## src/rtl/uart_ctrl_pkg.sv

```systemverilog
// Shared constants and types for the UART threshold controller and its TX echo path.
package uart_ctrl_pkg;

  localparam int DEF_CLKS_PER_BIT = 2;

  localparam logic [7:0] CMD_SEL_A = 8'h41;
  localparam logic [7:0] CMD_SEL_B = 8'h42;
  localparam logic [7:0] CMD_SEL_C = 8'h43;
  localparam logic [7:0] CMD_SEL_D = 8'h44;
  localparam logic [7:0] CMD_SEL_E = 8'h45;
  localparam logic [7:0] CMD_SEL_F = 8'h46;
  localparam logic [7:0] CMD_SEL_G = 8'h47;
  localparam logic [7:0] CMD_SEL_H = 8'h48;
  localparam logic [7:0] CMD_SEL_I = 8'h49;
  localparam logic [7:0] CMD_INC   = 8'h77;
  localparam logic [7:0] CMD_DEC   = 8'h73;

  localparam logic signed [7:0] S8_MAX = 8'sd127;
  localparam logic signed [7:0] S8_MIN = -8'sd128;

  typedef enum logic [3:0] {
    SEL_SOLAR,
    SEL_SOLAR_COOL,
    SEL_SOLAR_HEAT,
    SEL_GH_COOL,
    SEL_GH_HEAT,
    SEL_AMB_COOL,
    SEL_AMB_HEAT,
    SEL_GEO_COOL,
    SEL_GEO_HEAT
  } sel_e;

  typedef enum logic [1:0] {ST_IDLE, ST_START, ST_DATA, ST_STOP} uart_st_e;

endpackage

```

## src/rtl/uart_tx.sv

```systemverilog
// 8N1 UART transmitter: one start bit, eight data bits LSB first, one stop bit.
module uart_tx
  import uart_ctrl_pkg::*;
#(
  parameter int CLKS_PER_BIT = DEF_CLKS_PER_BIT
) (
  input  logic       clk,
  input  logic       rst,
  input  logic       start,
  input  logic [7:0] data,
  output logic       tx,
  output logic       idle_ready
);

  localparam int CNT_W = (CLKS_PER_BIT > 1) ? $clog2(CLKS_PER_BIT) : 1;
  localparam logic [CNT_W-1:0] LAST_C = CNT_W'(CLKS_PER_BIT - 1);

  uart_st_e         st, st_d;
  logic [CNT_W-1:0] cnt, cnt_d;
  logic [2:0]       idx, idx_d;
  logic [7:0]       shift, shift_d;
  logic             tx_d;

  always_ff @(posedge clk or negedge rst) begin
    if (!rst) begin
      st  <= ST_IDLE;
      cnt <= '0;
      idx <= '0;
      tx  <= 1'b1;
    end else begin
      st  <= st_d;
      cnt <= cnt_d;
      idx <= idx_d;
      tx  <= tx_d;
    end
  end

  always_ff @(posedge clk) begin
    shift <= shift_d;
  end

  // Bit currently on the line is always shift[0]; shift right at each data-bit boundary.
  always_comb begin
    st_d    = st;
    cnt_d   = cnt;
    idx_d   = idx;
    shift_d = shift;
    tx_d    = tx;
    case (st)
      ST_IDLE: begin
        tx_d = 1'b1;
        if (start) begin
          shift_d = data;
          tx_d    = 1'b0;
          cnt_d   = '0;
          st_d    = ST_START;
        end
      end
      ST_START: begin
        if (cnt == LAST_C) begin
          cnt_d = '0;
          idx_d = '0;
          tx_d  = shift[0];
          st_d  = ST_DATA;
        end else begin
          cnt_d = cnt + CNT_W'(1);
        end
      end
      ST_DATA: begin
        if (cnt == LAST_C) begin
          cnt_d = '0;
          if (idx == 3'd7) begin
            tx_d = 1'b1;
            st_d = ST_STOP;
          end else begin
            idx_d   = idx + 3'd1;
            shift_d = {1'b0, shift[7:1]};
            tx_d    = shift[1];
          end
        end else begin
          cnt_d = cnt + CNT_W'(1);
        end
      end
      ST_STOP: begin
        if (cnt == LAST_C) begin
          cnt_d = '0;
          st_d  = ST_IDLE;
        end else begin
          cnt_d = cnt + CNT_W'(1);
        end
      end
      default: st_d = ST_IDLE;
    endcase
  end

  assign idle_ready = (st == ST_IDLE);

endmodule

```

## src/rtl/uart_threshold_controller.sv

```systemverilog
// UART command front-end: selects one of nine thresholds, steps it with saturation, echoes bytes.
module uart_threshold_controller
  import uart_ctrl_pkg::*;
#(
  parameter int CLKS_PER_BIT = DEF_CLKS_PER_BIT
) (
  input  logic              clk,
  input  logic              rst,
  input  logic              rx,
  output logic [15:0]       solar_th,
  output logic signed [7:0] solar_cooldown_th,
  output logic signed [7:0] solar_heatup_th,
  output logic signed [7:0] greenhouse_cooldown_th,
  output logic signed [7:0] greenhouse_heatup_th,
  output logic signed [7:0] ambient_cooldown_th,
  output logic signed [7:0] ambient_heatup_th,
  output logic signed [7:0] geothermal_cooldown_th,
  output logic signed [7:0] geothermal_heatup_th,
  output logic              tx
);

  localparam int CNT_W = (CLKS_PER_BIT > 1) ? $clog2(CLKS_PER_BIT) : 1;
  localparam logic [CNT_W-1:0] LAST_C = CNT_W'(CLKS_PER_BIT - 1);
  localparam logic [CNT_W-1:0] HALF_C = CNT_W'((CLKS_PER_BIT / 2 > 0) ? CLKS_PER_BIT / 2 - 1 : 0);

  function automatic logic signed [7:0] sat_step_s8(input logic signed [7:0] v, input logic up);
    if (up) return (v == S8_MAX) ? v : v + 8'sd1;
    else    return (v == S8_MIN) ? v : v - 8'sd1;
  endfunction

  function automatic logic [15:0] sat_step_u16(input logic [15:0] v, input logic up);
    if (up) return (v == 16'hFFFF) ? v : v + 16'd1;
    else    return (v == 16'h0000) ? v : v - 16'd1;
  endfunction

  // Stage p0/p1: two-flop synchronizer for the asynchronous rx line
  logic rx_sync_p0, rx_sync_p1;

  always_ff @(posedge clk or negedge rst) begin
    if (!rst) begin
      rx_sync_p0 <= 1'b1;
      rx_sync_p1 <= 1'b1;
    end else begin
      rx_sync_p0 <= rx;
      rx_sync_p1 <= rx_sync_p0;
    end
  end

  // Stage p2: receiver FSM, rx_valid qualifies rx_shift
  uart_st_e         rx_st, rx_st_d;
  logic [CNT_W-1:0] rx_cnt, rx_cnt_d;
  logic [2:0]       rx_idx, rx_idx_d;
  logic [7:0]       rx_shift, rx_shift_d;
  logic             rx_valid, rx_valid_d;

  always_ff @(posedge clk or negedge rst) begin
    if (!rst) begin
      rx_st    <= ST_IDLE;
      rx_cnt   <= '0;
      rx_idx   <= '0;
      rx_valid <= 1'b0;
    end else begin
      rx_st    <= rx_st_d;
      rx_cnt   <= rx_cnt_d;
      rx_idx   <= rx_idx_d;
      rx_valid <= rx_valid_d;
    end
  end

  always_ff @(posedge clk) begin
    rx_shift <= rx_shift_d;
  end

  always_comb begin
    rx_st_d    = rx_st;
    rx_cnt_d   = rx_cnt;
    rx_idx_d   = rx_idx;
    rx_shift_d = rx_shift;
    rx_valid_d = 1'b0;
    case (rx_st)
      ST_IDLE: begin
        if (!rx_sync_p1) begin
          rx_cnt_d = '0;
          rx_st_d  = ST_START;
        end
      end
      ST_START: begin
        if (rx_cnt == HALF_C) begin
          rx_cnt_d = '0;
          rx_idx_d = '0;
          rx_st_d  = rx_sync_p1 ? ST_IDLE : ST_DATA;
        end else begin
          rx_cnt_d = rx_cnt + CNT_W'(1);
        end
      end
      ST_DATA: begin
        if (rx_cnt == LAST_C) begin
          rx_cnt_d   = '0;
          rx_shift_d = {rx_sync_p1, rx_shift[7:1]};
          if (rx_idx == 3'd7) rx_st_d  = ST_STOP;
          else                rx_idx_d = rx_idx + 3'd1;
        end else begin
          rx_cnt_d = rx_cnt + CNT_W'(1);
        end
      end
      ST_STOP: begin
        if (rx_cnt == LAST_C) begin
          rx_cnt_d   = '0;
          rx_valid_d = rx_sync_p1;
          rx_st_d    = ST_IDLE;
        end else begin
          rx_cnt_d = rx_cnt + CNT_W'(1);
        end
      end
      default: rx_st_d = ST_IDLE;
    endcase
  end

  // Stage p3: command decode and saturating threshold update
  sel_e              sel;
  logic [15:0]       solar_q;
  logic signed [7:0] th_s [8];
  logic              is_sel, is_inc, is_dec;
  logic [2:0]        s_idx;

  assign is_sel = (rx_shift >= CMD_SEL_A) && (rx_shift <= CMD_SEL_I);
  assign is_inc = (rx_shift == CMD_INC);
  assign is_dec = (rx_shift == CMD_DEC);
  assign s_idx  = 3'(4'(sel) - 4'd1);

  always_ff @(posedge clk or negedge rst) begin
    if (!rst) begin
      sel     <= SEL_SOLAR;
      solar_q <= '0;
      for (int i = 0; i < 8; i++) th_s[i] <= '0;
    end else if (rx_valid) begin
      if (is_sel) begin
        sel <= sel_e'(4'(rx_shift - CMD_SEL_A));
      end else if (is_inc || is_dec) begin
        if (sel == SEL_SOLAR) solar_q     <= sat_step_u16(solar_q, is_inc);
        else                  th_s[s_idx] <= sat_step_s8(th_s[s_idx], is_inc);
      end
    end
  end

  assign solar_th               = solar_q;
  assign solar_cooldown_th      = th_s[0];
  assign solar_heatup_th        = th_s[1];
  assign greenhouse_cooldown_th = th_s[2];
  assign greenhouse_heatup_th   = th_s[3];
  assign ambient_cooldown_th    = th_s[4];
  assign ambient_heatup_th      = th_s[5];
  assign geothermal_cooldown_th = th_s[6];
  assign geothermal_heatup_th   = th_s[7];

  // Stage p3: one-entry echo buffer; a byte arriving while it is occupied is not echoed
  logic       echo_full;
  logic [7:0] echo_byte;
  logic       tx_idle_ready;
  logic       tx_start;

  assign tx_start = echo_full && tx_idle_ready;

  always_ff @(posedge clk or negedge rst) begin
    if (!rst)                       echo_full <= 1'b0;
    else if (rx_valid && !echo_full) echo_full <= 1'b1;
    else if (tx_start)              echo_full <= 1'b0;
  end

  always_ff @(posedge clk) begin
    if (rx_valid && !echo_full) echo_byte <= rx_shift;
  end

  uart_tx #(.CLKS_PER_BIT(CLKS_PER_BIT)) u_tx (
    .clk        (clk),
    .rst        (rst),
    .start      (tx_start),
    .data       (echo_byte),
    .tx         (tx),
    .idle_ready (tx_idle_ready)
  );

endmodule

```

## config.mk

```make
export PLATFORM = sky130hd
export DESIGN_NAME = uart_threshold_controller
export DESIGN_NICKNAME = d
export VERILOG_FILES = /design/src/rtl/uart_ctrl_pkg.sv /design/src/rtl/uart_tx.sv /design/src/rtl/uart_threshold_controller.sv
export SDC_FILE = /design/constraint.sdc
export NUM_CORES = 1
export LEC_CHECK = 0
export ABC_AREA = 1
export CAP_MARGIN = 20
export CORE_ASPECT_RATIO = 0.6
export CORE_MARGIN = 2
export CORE_UTILIZATION = 25
export CTS_BUF_LIST = sky130_fd_sc_hd__clkbuf_4
export DETAILED_ROUTE_END_ITERATION = 8
export GPL_ROUTABILITY_DRIVEN = 0
export GPL_TIMING_DRIVEN = 0
export REMOVE_ABC_BUFFERS = 1
export SYNTH_ARGS = -nofsm -noshare
export SYNTH_HDL_FRONTEND = slang
export SYNTH_SLANG_ARGS = --single-unit
```

## constraint.sdc

```tcl
create_clock -name clk -period 5.34 [get_ports clk]
set_input_delay 0.534 -clock clk [delete_from_list [all_inputs] [get_ports clk]]
set_output_delay 0.534 -clock clk [all_outputs]
set_load 0.01 [all_outputs]
```

==> images/closeup.png <==
Bar = 10 um. Region (149, 14) to (189, 54) um. Cells in grey, sequential cells in the stronger grey; small squares are vias.
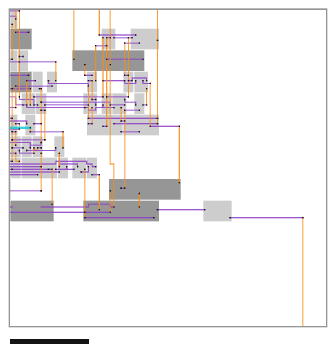
M1 -> purple
M3 -> cyan
M2 -> orange
most frequent = nand2_1 (12), nand3_1 (5)
netlist names of flops here include = u_tx.idx (2)
cells with their middle in the window = 32
sequential cells in the window = 4

==> images/gates.png <==
Bar = 50 um.
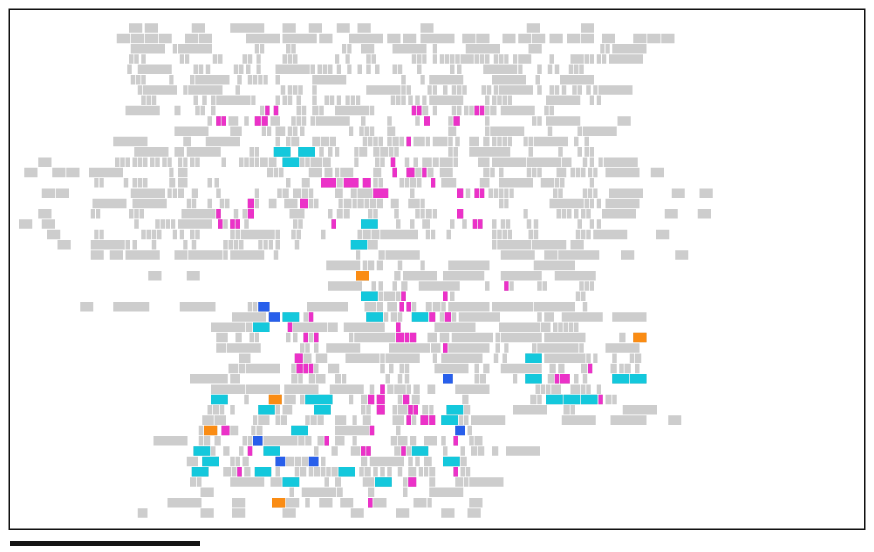
nor cells -> magenta  # cells 82, most used nor2_1
fa/ha/maj cells -> cyan  # cells 34, most used ha_1
non-inverting ao/oa cells -> blue  # cells 7, most used a21o_1
mux cells -> orange  # cells 5, most used mux2i_1
logic share of the area: 40.9%
Finished Layout Cells: 1461
Top cell excl fill/tap: nand2_1

-- path summary, 6_finish.rpt --
kind	start	end	slack, ps	cells after the start
max in group asynchronous	rst	sel[2]	4550	2
worst min register to register	rx_sync_p0	rx_sync_p1	370	0
worst min-delay path	rst	solar_th[6]	90	1
min in group clk	rx_sync_p0	rx_sync_p1	370	0
worst max-delay path	sel[0]	geothermal_heatup_th[1]	720	17
worst max register to register	sel[0]	geothermal_heatup_th[1]	720	17
-- power by group --
part           internal (W)  total [W]  switching (W)
Clock              0.000330   0.000723       0.000393
Sequential          0.00110    0.00117      0.0000702
Combinational      0.000170   0.000512       0.000342
Total               0.00160    0.00240       0.000805
==> results.json <==
{
  "ios": 84,
  "cts-resized-gates": 0,
  "hold_buffers": 0,
  "cts_tree": "built",
  "met2_usage_pct": 18.8,
  "top_layer": "met4",
  "grt_pass1_vias": 6014,
  "grt_busiest_layer": "met1",
  "hpwl_um": 15800,
  "status": "finished clean",
  "ys.flop_type": "dfrtp_1",
  "dp_cells": 1427,
  "syn_inst": 983,
  "tightest_slew_ps": 863,
  "logic_area_sq_um": 3630,
  "cts_buffers": 17,
  "path_cells": "buf_16 > inv_4 > ha_1 > inv_1 > nand2_1 > nand2_1 > nand2_1 > nand2_2 > inv_1 > ha_1 > nand3_1 > nor2_2 > nand3_2 > nand2_1 > nand3_1 > nand3_1 > nand2_1",
  "cp-end-kind": "register",
  "clk_pin_slew_ps": 120,
  "edf_count": 24,
  "ys_sh_mux_pct": 0.682,
  "layout_top_cells": "nand2_1, dfrtp_1, inv_1, clkdlybuf4s50_1, nor2_1",
  "dpl_cell_area_sq_um": 8580,
  "logic_family": "simple AND/OR/NAND/NOR gates",
  "die_h_um": 137,
  "final-clk-cell-share_pct": 3.42,
  "ctsHtreeMaxLevel": 4,
  "signal_buffers": 86,
  "drv_slew": 0,
  "ys_async_sr_fraction_pct": 80.8,
  "grt_pass1_wl_um": 34300,
  "finalNetCount": 1109,
  "crit_buf_inv": 4,
  "peakVddDrop_mv": 0.123,
  "critPathKind": "reg -> reg",
  "postRouteAntennaNets": 0,
  "clock_latency_ps": 540,
  "holdWs_ps": 87.5,
  "setup_slack_ps": 720,
  "start_kind": "register",
  "synth.avg_cell_area_sq_um": 7.46,
  "min_period_over_period_pct": 86.5,
  "met3_usage_pct": 3.91,
  "drive_above_1_share_pct": 7.00,
  "finalPower_w": 0.00240,
  "met1_usage_pct": 23.1,
  "ys_seq_share_pct": 44.3,
  "drt_iter0_markers": 673,
  "clockBufferDepth": 2,
  "synth_cell_types": 43,
  "flops": 125,
  "yosys_cells": 983,
  "setup_viol": 0,
  "drt-met1-wl_um": 11500,
  "powerDensity_nw_per_um2": 270,
  "grt_max_degree": 61,
  "root_buffer": "clkbuf_4",
  "tns_ps": 0,
  "ys_top_cells_by_count": "nand2_1, dfrtp_1, inv_1",
  "top_cell": "nand2_1",
  "dr_wl_met3_um": 1630,
  "hp-class": "in -> async",
  "yosysTopAreaCellShare_pct": 33.4,
  "fin_skew_ps": 25.9,
  "final-seq-area_sq_um": 3250
}
Power figures rest on the tool's default switching activity, not on a simulated workload.
